===== config.mk =====
export PLATFORM = sky130hd
export DESIGN_NAME = score_collector_flat
export DESIGN_NICKNAME = d
export VERILOG_FILES = /design/src/rtl/score_collector_if.sv /design/src/rtl/score_collector.sv /design/src/flat_wrapper.sv
export SDC_FILE = /design/constraint.sdc
export NUM_CORES = 1
export LEC_CHECK = 0
export ABC_CLOCK_PERIOD_IN_PS = 1800
export CAP_MARGIN = 10
export CORE_MARGIN = 3
export CORE_UTILIZATION = 35
export DETAILED_ROUTE_END_ITERATION = 16
export SYNTH_ARGS = -nofsm -noshare
export SYNTH_HDL_FRONTEND = slang
export SYNTH_SLANG_ARGS = --single-unit

===== constraint.sdc =====
create_clock -name clk -period 1.8 [get_ports clk]
set_input_delay 0.27 -clock clk [delete_from_list [all_inputs] [get_ports clk]]
set_output_delay 0.27 -clock clk [all_outputs]
set_load 0.01 [all_outputs]

===== src/rtl/score_collector_if.sv =====
// Score stream in, assembled frame out, plus frame error flags.
// The collector side takes the slave modport.
interface score_collector_if #(
  parameter int DATA_WIDTH  = 320,
  parameter int NUM_VALUES  = 10,
  parameter int VALUE_WIDTH = DATA_WIDTH / NUM_VALUES,
  parameter int CNT_W       = $clog2(NUM_VALUES + 1)
);
  logic                   in_valid;
  logic                   in_ready;
  logic [VALUE_WIDTH-1:0] in_data;
  logic                   in_last;
  logic                   out_valid;
  logic                   out_ready;
  logic [DATA_WIDTH-1:0]  out_data;
  logic [CNT_W-1:0]       out_count;
  logic                   err_short;
  logic                   err_nolast;

  modport master (
    output in_valid, in_data, in_last, out_ready,
    input  in_ready, out_valid, out_data, out_count, err_short, err_nolast
  );

  modport slave (
    input  in_valid, in_data, in_last, out_ready,
    output in_ready, out_valid, out_data, out_count, err_short, err_nolast
  );
endinterface


===== src/rtl/score_collector.sv =====
// Packs a stream of per-class scores into one frame; out_valid one cycle after the closing beat.
// Backpressure: in_ready drops while a frame is held; one idle in_ready cycle per frame.
module score_collector #(
  parameter int DATA_WIDTH  = 320,
  parameter int NUM_VALUES  = 10,
  parameter int VALUE_WIDTH = DATA_WIDTH / NUM_VALUES,
  localparam int CNT_W      = $clog2(NUM_VALUES + 1)
) (
  input logic               clk,
  input logic               rst_n,
  score_collector_if.slave  bus
);

  typedef enum logic {FILL, HOLD} state_t;

  localparam logic [CNT_W-1:0] LAST_IDX = CNT_W'(NUM_VALUES - 1);

  state_t                 state_q, state_d;
  logic                   armed_q;
  logic [CNT_W-1:0]       idx_q;
  logic [VALUE_WIDTH-1:0] slot_q [NUM_VALUES];
  logic                   err_short_q;
  logic                   err_nolast_q;

  logic                   in_ready_w;
  logic                   out_valid_w;
  logic                   accept;
  logic                   final_beat;
  logic                   release_frame;
  logic [DATA_WIDTH-1:0]  data_pack;

  // armed_q keeps in_ready low until the first edge after reset release
  always_ff @(posedge clk or negedge rst_n) begin
    if (!rst_n) begin
      armed_q <= 1'b0;
    end else begin
      armed_q <= 1'b1;
    end
  end

  always_ff @(posedge clk or negedge rst_n) begin
    if (!rst_n) begin
      state_q <= FILL;
    end else begin
      state_q <= state_d;
    end
  end

  always_comb begin
    state_d     = state_q;
    in_ready_w  = 1'b0;
    out_valid_w = 1'b0;
    case (state_q)
      FILL: begin
        in_ready_w = armed_q && rst_n;
        if (final_beat) begin
          state_d = HOLD;
        end
      end
      HOLD: begin
        out_valid_w = 1'b1;
        if (bus.out_ready) begin
          state_d = FILL;
        end
      end
      default: state_d = FILL;
    endcase
  end

  assign accept        = bus.in_valid && in_ready_w;
  assign final_beat    = accept && (bus.in_last || (idx_q == LAST_IDX));
  assign release_frame = out_valid_w && bus.out_ready;

  always_ff @(posedge clk or negedge rst_n) begin
    if (!rst_n) begin
      idx_q <= '0;
    end else if (release_frame) begin
      idx_q <= '0;
    end else if (accept) begin
      idx_q <= idx_q + CNT_W'(1);
    end
  end

  for (genvar i = 0; i < NUM_VALUES; i++) begin : g_slot
    always_ff @(posedge clk or negedge rst_n) begin
      if (!rst_n) begin
        slot_q[i] <= '0;
      end else if (release_frame) begin
        slot_q[i] <= '0;
      end else if (accept && (idx_q == CNT_W'(i))) begin
        slot_q[i] <= bus.in_data;
      end
    end
  end

  // Error flags are decided by the beat that closes the frame
  always_ff @(posedge clk or negedge rst_n) begin
    if (!rst_n) begin
      err_short_q  <= 1'b0;
      err_nolast_q <= 1'b0;
    end else if (release_frame) begin
      err_short_q  <= 1'b0;
      err_nolast_q <= 1'b0;
    end else if (final_beat) begin
      err_short_q  <= bus.in_last && (idx_q != LAST_IDX);
      err_nolast_q <= !bus.in_last && (idx_q == LAST_IDX);
    end
  end

  always_comb begin
    data_pack = '0;
    for (int i = 0; i < NUM_VALUES; i++) begin
      data_pack[i*VALUE_WIDTH +: VALUE_WIDTH] = slot_q[i];
    end
  end

  assign bus.in_ready   = in_ready_w;
  assign bus.out_valid  = out_valid_w;
  assign bus.out_data   = data_pack;
  assign bus.out_count  = idx_q;
  assign bus.err_short  = err_short_q;
  assign bus.err_nolast = err_nolast_q;

endmodule


===== src/flat_wrapper.sv =====
// flat-port wrapper written by rule: the top's interface ports become plain ports
module score_collector_flat 
#(
  parameter int DATA_WIDTH  = 320,
  parameter int NUM_VALUES  = 10,
  parameter int VALUE_WIDTH = DATA_WIDTH / NUM_VALUES,
  localparam int CNT_W      = $clog2(NUM_VALUES + 1)
)
  (clk, rst_n, bus_in_valid, bus_in_data, bus_in_last, bus_out_ready, bus_in_ready, bus_out_valid, bus_out_data, bus_out_count, bus_err_short, bus_err_nolast);
  score_collector_if #(.DATA_WIDTH(DATA_WIDTH), .NUM_VALUES(NUM_VALUES), .VALUE_WIDTH(VALUE_WIDTH)) bus_i ();
  input logic clk;
  input logic rst_n;
  input wire logic [$bits(bus_i.in_valid)-1:0] bus_in_valid;
  input wire logic [$bits(bus_i.in_data)-1:0] bus_in_data;
  input wire logic [$bits(bus_i.in_last)-1:0] bus_in_last;
  input wire logic [$bits(bus_i.out_ready)-1:0] bus_out_ready;
  output wire logic [$bits(bus_i.in_ready)-1:0] bus_in_ready;
  output wire logic [$bits(bus_i.out_valid)-1:0] bus_out_valid;
  output wire logic [$bits(bus_i.out_data)-1:0] bus_out_data;
  output wire logic [$bits(bus_i.out_count)-1:0] bus_out_count;
  output wire logic [$bits(bus_i.err_short)-1:0] bus_err_short;
  output wire logic [$bits(bus_i.err_nolast)-1:0] bus_err_nolast;
  assign bus_i.in_valid = bus_in_valid;
  assign bus_i.in_data = bus_in_data;
  assign bus_i.in_last = bus_in_last;
  assign bus_i.out_ready = bus_out_ready;
  assign bus_in_ready = bus_i.in_ready;
  assign bus_out_valid = bus_i.out_valid;
  assign bus_out_data = bus_i.out_data;
  assign bus_out_count = bus_i.out_count;
  assign bus_err_short = bus_i.err_short;
  assign bus_err_nolast = bus_i.err_nolast;
  score_collector #(.DATA_WIDTH(DATA_WIDTH), .NUM_VALUES(NUM_VALUES), .VALUE_WIDTH(VALUE_WIDTH)) u_core (.clk(clk), .rst_n(rst_n), .bus(bus_i));
endmodule

==> run_1/met1.png <==
The bar under the picture is 50 um long. Cells faint in the background.
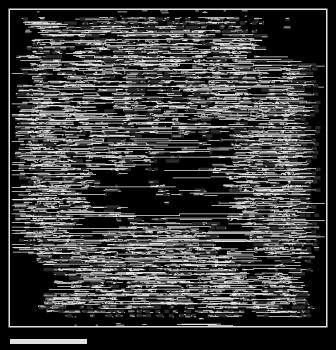
share of all routed wire = 41%
wire length on this layer = 23.5 mm
nets with wire on the layer = 1650
longest straight run = 64.6 um

==> run_1/met2.png <==
Cells faint in the background.
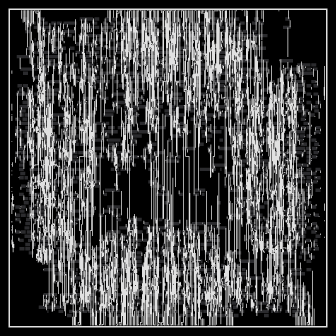
nets with wire on the layer = 1478
main direction = vertical

==> run_1/met3.png <==
The bar under the picture is 50 um long. Cells faint in the background.
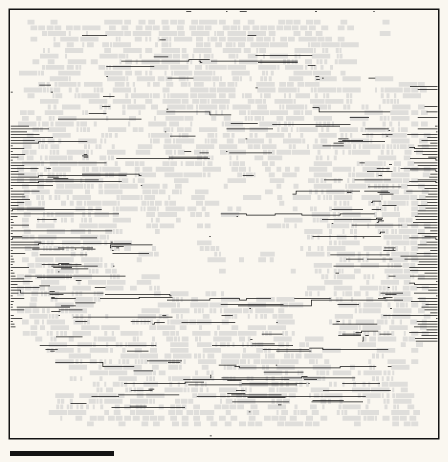
longest straight run = 81.0 um
wire length on this layer = 4480 um
nets with wire on the layer = 259
main direction = horizontal
Global Route met3 Usage: 5.521%
post-detailed-routing wire length: 57.33 mm
via count: 12580

==> run notes, run 1 <==
Results of the full flow below.

Outcome:
- The run finished with clean final reports.

Pwr:
- The run gives the highest ir drop seen on vdd as 0.6429 mV.
- Summed over all nets, the switching power comes to 7.216 mW.
- The flow reported a cell area power density of 1181 nW/um^2.
- Of all power groups, the one with the highest power is sequential cells.
- The run puts the total power after layout at 23.69 mW.
- The run puts the power consumed by sequential cells at 9.56 mW.
- The run gives the combinational gate power as roughly 6.3 mW.

Floorplanning:
- The run puts the floorplan die area at 42340 sq um.
- The floorplan step defined a core boundary enclosing 39010 sq um.
- Per the OpenROAD floorplan log, the width of the die is 205.8 um.
- The run gives the die extent in y as 205.8 um.

Logic synthesis:
- The run gives the count of library flops with an enable pin as 0.
- Yosys reports that the most numerous cell types are nand2_1 (360), dfrtp_1 (328), nand3_1 (252), o21ai_0 (147), o21ai_1 (87).
- The run puts the distinct cell type count after synthesis at 32.
- By instance count, the leading cell after synthesis is nand2_1.

Placed design:
- The run gives the instance area at placement as 18690 sq um.
- The run gives the number of instances in the placed design as between 2000 and 2500.

Finish:
- Counting plain and timing-repair buffers in the layout gives 474.
- The run gives the total of clock buffers placed in the layout as 57.
- The run gives the number of filler instances in the final layout as 3555.
- The run puts the antenna diode count at 0.
- By area, sequential cells come first.
- The run gives the total area of sequential cells as slightly above 8000 sq um.
- The run puts the final sequential cell count at 328.

Final timing:
- The run puts the remaining max-slew budget at the tightest pin at 53.21%.
- Across all hold checks on the routed design, the worst slack comes to between 0.3 and 0.4 ns.
- The run puts the final tally of max-slew violations at 0.
- Counting endpoints that fail hold in the final report gives 0.
- The run puts the summed negative setup slack over all endpoints at 0 ns.

Global route:
- Global routing used between 20% and 30% of the available tracks.
- The run gives the maximum number of pins on one net before global-route repair as 118.
- The run gives the via count of the first global-routing pass as 12400.
- The run gives the overall overflow remaining after global route as 0.
- The global router reports that the layer with the highest usage is met2.

Route:
- Detailed-route iteration 0 reported a violation count of between 1000 and 1500.

Worst setup path:
- The critical path maximum fanout is 2.

Clocking:
- The run gives the count of H-tree levels built during CTS as 2.
- The run puts the clock slew seen by the registers of the worst setup and hold paths at about 0.06 ns.
run 1: what timing repair did:
item                                    in CTS  in global routing
hold buffers                                 1                  0
gates cloned                                 0                  1
resized                                     13                 22
pin swaps                                    0                  1
endpoints found under the hold margin       15                  0
endpoints found under the setup margin      20                137
setup buffers                                0                  5
run 1: final timing paths:
kind                                          start                       to  slack (ns)  cells after the start
setup / recovery           u_core.bus.out_data[231]        bus_out_data[231]        0.04                      1
hold / removal                                rst_n  u_core.bus.out_data[78]        0.30                      3
min in group clk                        bus_in_last           u_core.state_q        0.43                      3
hold reg to reg               u_core.bus.err_nolast    u_core.bus.err_nolast        0.51                      1
max in group asynchronous                     rst_n  u_core.bus.out_count[3]        0.56                      4
setup reg to reg            u_core.bus.out_count[0]  u_core.bus.out_data[94]        0.10                      6
run 1: cells in the final DEF (no fill, tap or decap), types with 32 or more instances in the layout:
| cell type | n |
|---|---|
| clkbuf_16 | 39 |
| o21ai_1 | 87 |
| nand2_1 | 359 |
| dfrtp_1 | 325 |
| clkdlybuf4s50_1 | 344 |
| nand3_1 | 252 |
| buf_12 | 32 |
| o21ai_0 | 147 |
| buf_4 | 74 |
| mux2i_1 | 70 |
run 1: logic make-up (layout without fill, tap and decap cells):
logic type,after synthesis,after routing,synth area share (%)
flops,328,328,58.77
simple gates,642,643,20.32
other cells,1,1,0.02685
fa+ha+maj,4,4,0.3583
mux,70,70,5.017
compound gates,259,259,9.836
buf+inv,167,546,5.679
run 1: registers in the layout, summed over array words and instances, names as in the netlist:
signal and flops:
u_core.bus.out_data 320, u_core.state_q 1, u_core.armed_q 1, u_core.bus.err_nolast 1
u_core.bus.err_short 1, u_core.bus.out_count 4
==> run 2, diff against run 1 <==
--- a/config.mk
+++ b/config.mk
@@ -5,7 +5,6 @@
 export SDC_FILE = /design/constraint.sdc
 export NUM_CORES = 1
 export LEC_CHECK = 0
-export ABC_CLOCK_PERIOD_IN_PS = 1800
 export CAP_MARGIN = 10
 export CORE_MARGIN = 3
 export CORE_UTILIZATION = 35
==> run_2/met2.png <==
Cells faint in the background.
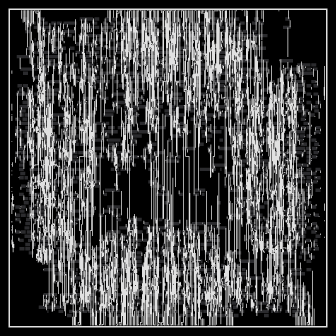
main direction = vertical
share of all routed wire = 48%
met2 Track Usage GR: 43.12%

==> run notes, run 2 <==
Results of the full flow below.

Route:
- Summing over every cut layer, the via total after detailed routing is 12580.
- Wires add up to 57.33 mm.
- Detailed-route iteration 0 reported a violation count of roughly 1000.

Clocking:
- The run puts the count of H-tree levels built during CTS at 2.
- The run puts the clock slew seen by the registers of the worst setup and hold paths at 0.06 ns.

Finish:
- The run gives the flip-flop count of the largest register, all copies and words added as 320.
- The run gives the most common cell after layout, fill and taps aside as nand2_1.
- Relative to the synthesized area, the layout overhead comes to 43.62%.
- The run puts the antenna diode count at 0.
- Ranking logic cells in the layout by count gives the top entries nand2_1 (359), clkdlybuf4s50_1 (344), dfrtp_1 (325), nand3_1 (252), o21ai_0 (147).
- The run gives the number of filler instances in the final layout as about 3600.

Logic synthesis:
- Summing the sequential cell areas from Yosys gives 58.77% of the chip area.
- The run puts the area share of and-or/or-and cells after synthesis at 9.836%.
- Synthesis instantiated 32 different standard cells from the library.
- The run puts the post-synthesis share of cell area spent on and, or, nand and nor gates at 20.32%.
- The run gives the most frequent cell after synthesis as nand2_1.
- The run gives the xor and xnor fraction of the mapped netlist area as 0%.
- The run puts the count of library flops with an enable pin at 0.
- The run gives the dominant combinational cell family by area after synthesis as simple AND/OR/NAND/NOR gates.
- The run puts the adder and majority gate portion of the synthesized area at 0.3583%.
- The run puts the multiplexer share of the synthesized area at approximately 5.0%.

Outcome:
- The run finished with clean final reports.

Pwr:
- In this run the VDD rail shows a maximum IR drop of 0.6429 mV.
- The run gives the power density relative to cell area as between 1000 and 1500 nW/um^2.
- The run puts the switching power of the nets at 7.216 mW.
- The run puts the combinational gate power at between 6 and 7 mW.
- The dominant power group in this design is sequential cells.

Final timing:
- The run puts the number of setup violations in the final report at 0.
- The run gives the number of hold violations in the final report as 0.
- The run gives the remaining max-slew budget at the tightest pin as 53.21%.
- The smallest clock period supported by the final layout is computed as 1.760 ns.
- In the final report, the number of pins over their slew limit comes to 0.

Global route:
- The run gives the maximum number of pins on one net before global-route repair as 118.
- met2 is the most crowded layer.
- The via count of the first global-routing pass is 12400.
- The run puts the overall overflow remaining after global route at 0.

Worst setup path:
- For this design, the slowest cell found on the critical path is clkdlybuf4s50_1.
- The report shows a maximum critical-path fanout of 2.
- In this design, the largest share of critical-path delay is due to buffers and inverters.
- The run puts the slack of the worst reg-to-reg path at roughly 0.10 ns.

Floorplanning:
- The run puts the die extent in y at 205.8 um.
- The run gives the width of the chip as 205.8 um.
- After floorplanning, the core was sized to cover 39010 sq um.
- The run puts the floorplan die area at 42340 sq um.

Run:
- The run puts the count of max-cap constraint violations at 0.
==> run_2/registers.png <==
Other sequential cells in the stronger grey, the rest of the logic in the fainter grey.
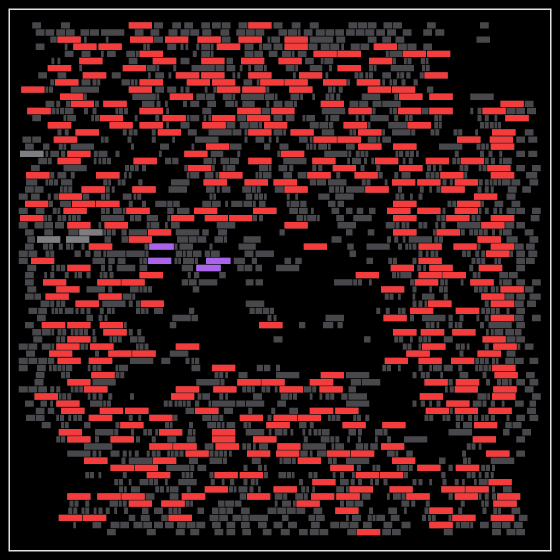
u_core.bus.out_count -> purple  # placed flops 4
u_core.bus.out_data -> red  # placed flops 320, where spread over the die
Seq. cell area: 8212 sq um
Power Sequential: 9.56 mW
core utilization of the finished layout: 51.42%
Seq/total area: 40.94%

run 2: what timing repair did:
| action | CTS | global route |
|---|---|---|
| pin swaps | 0 | 1 |
| resized | 13 | 22 |
| hold buffers | 1 | 0 |
| endpoints found under the setup margin | 20 | 137 |
| hold endpoints to repair | 15 | 0 |
| gates cloned | 0 | 1 |
| setup buffers | 0 | 5 |
run 2: final cells by class:
cell class,instances,share of cell area (%)
Clock buffer,57,5.701
Clock inverter,12,0.5988
Inverter,3,0.05614
Multi-Input combinational cell,977,25.02
Sequential cell,328,40.94
Tap cell,518,3.231
Timing Repair Buffer,474,24.46
run 2: metrics by stage:
| stage | std cells | total power [mW] | hold slack [ns] | area, sq um | util [%] |
|---|---|---|---|---|---|
| detailed placement | 2293 | 15.95 | 0.2471 | 18690 | 47.92 |
| CTS | 2363 | 23.77 | 0.2842 | 19960 | 51.17 |
| global placement | 2293 | 15.85 | 0.2481 | 18690 | 47.92 |
| global route | 2369 | 24.73 | 0.2953 | 20060 | 51.42 |
| finish | 2369 | 23.69 | 0.3028 | 20060 | 51.42 |
| floorplan | 1471 | 11.78 | -0.02559 | 13970 | - |
run 2: final timing paths:
kind / cells past startpoint / end / start
worst max register to register: 6 / u_core.bus.out_data[94] / u_core.bus.out_count[0]
worst min register to register: 1 / u_core.bus.err_nolast / u_core.bus.err_nolast
min in group clk: 3 / u_core.state_q / bus_in_last
max in group asynchronous: 4 / u_core.bus.out_count[3] / rst_n
worst min-delay path: 3 / u_core.bus.out_data[78] / rst_n
worst max-delay path: 1 / bus_out_data[231] / u_core.bus.out_data[231]
run 2: layer usage:
metal / vias to the layer above / wire length [um]
li1: 5624 / -
met1: 6314 / 23480
met3: 94 / 4475
met2: 546 / 27510
met4: 0 / 1863
met5: - / 0
No activity file was given, so power comes from the tool's default toggle rates.
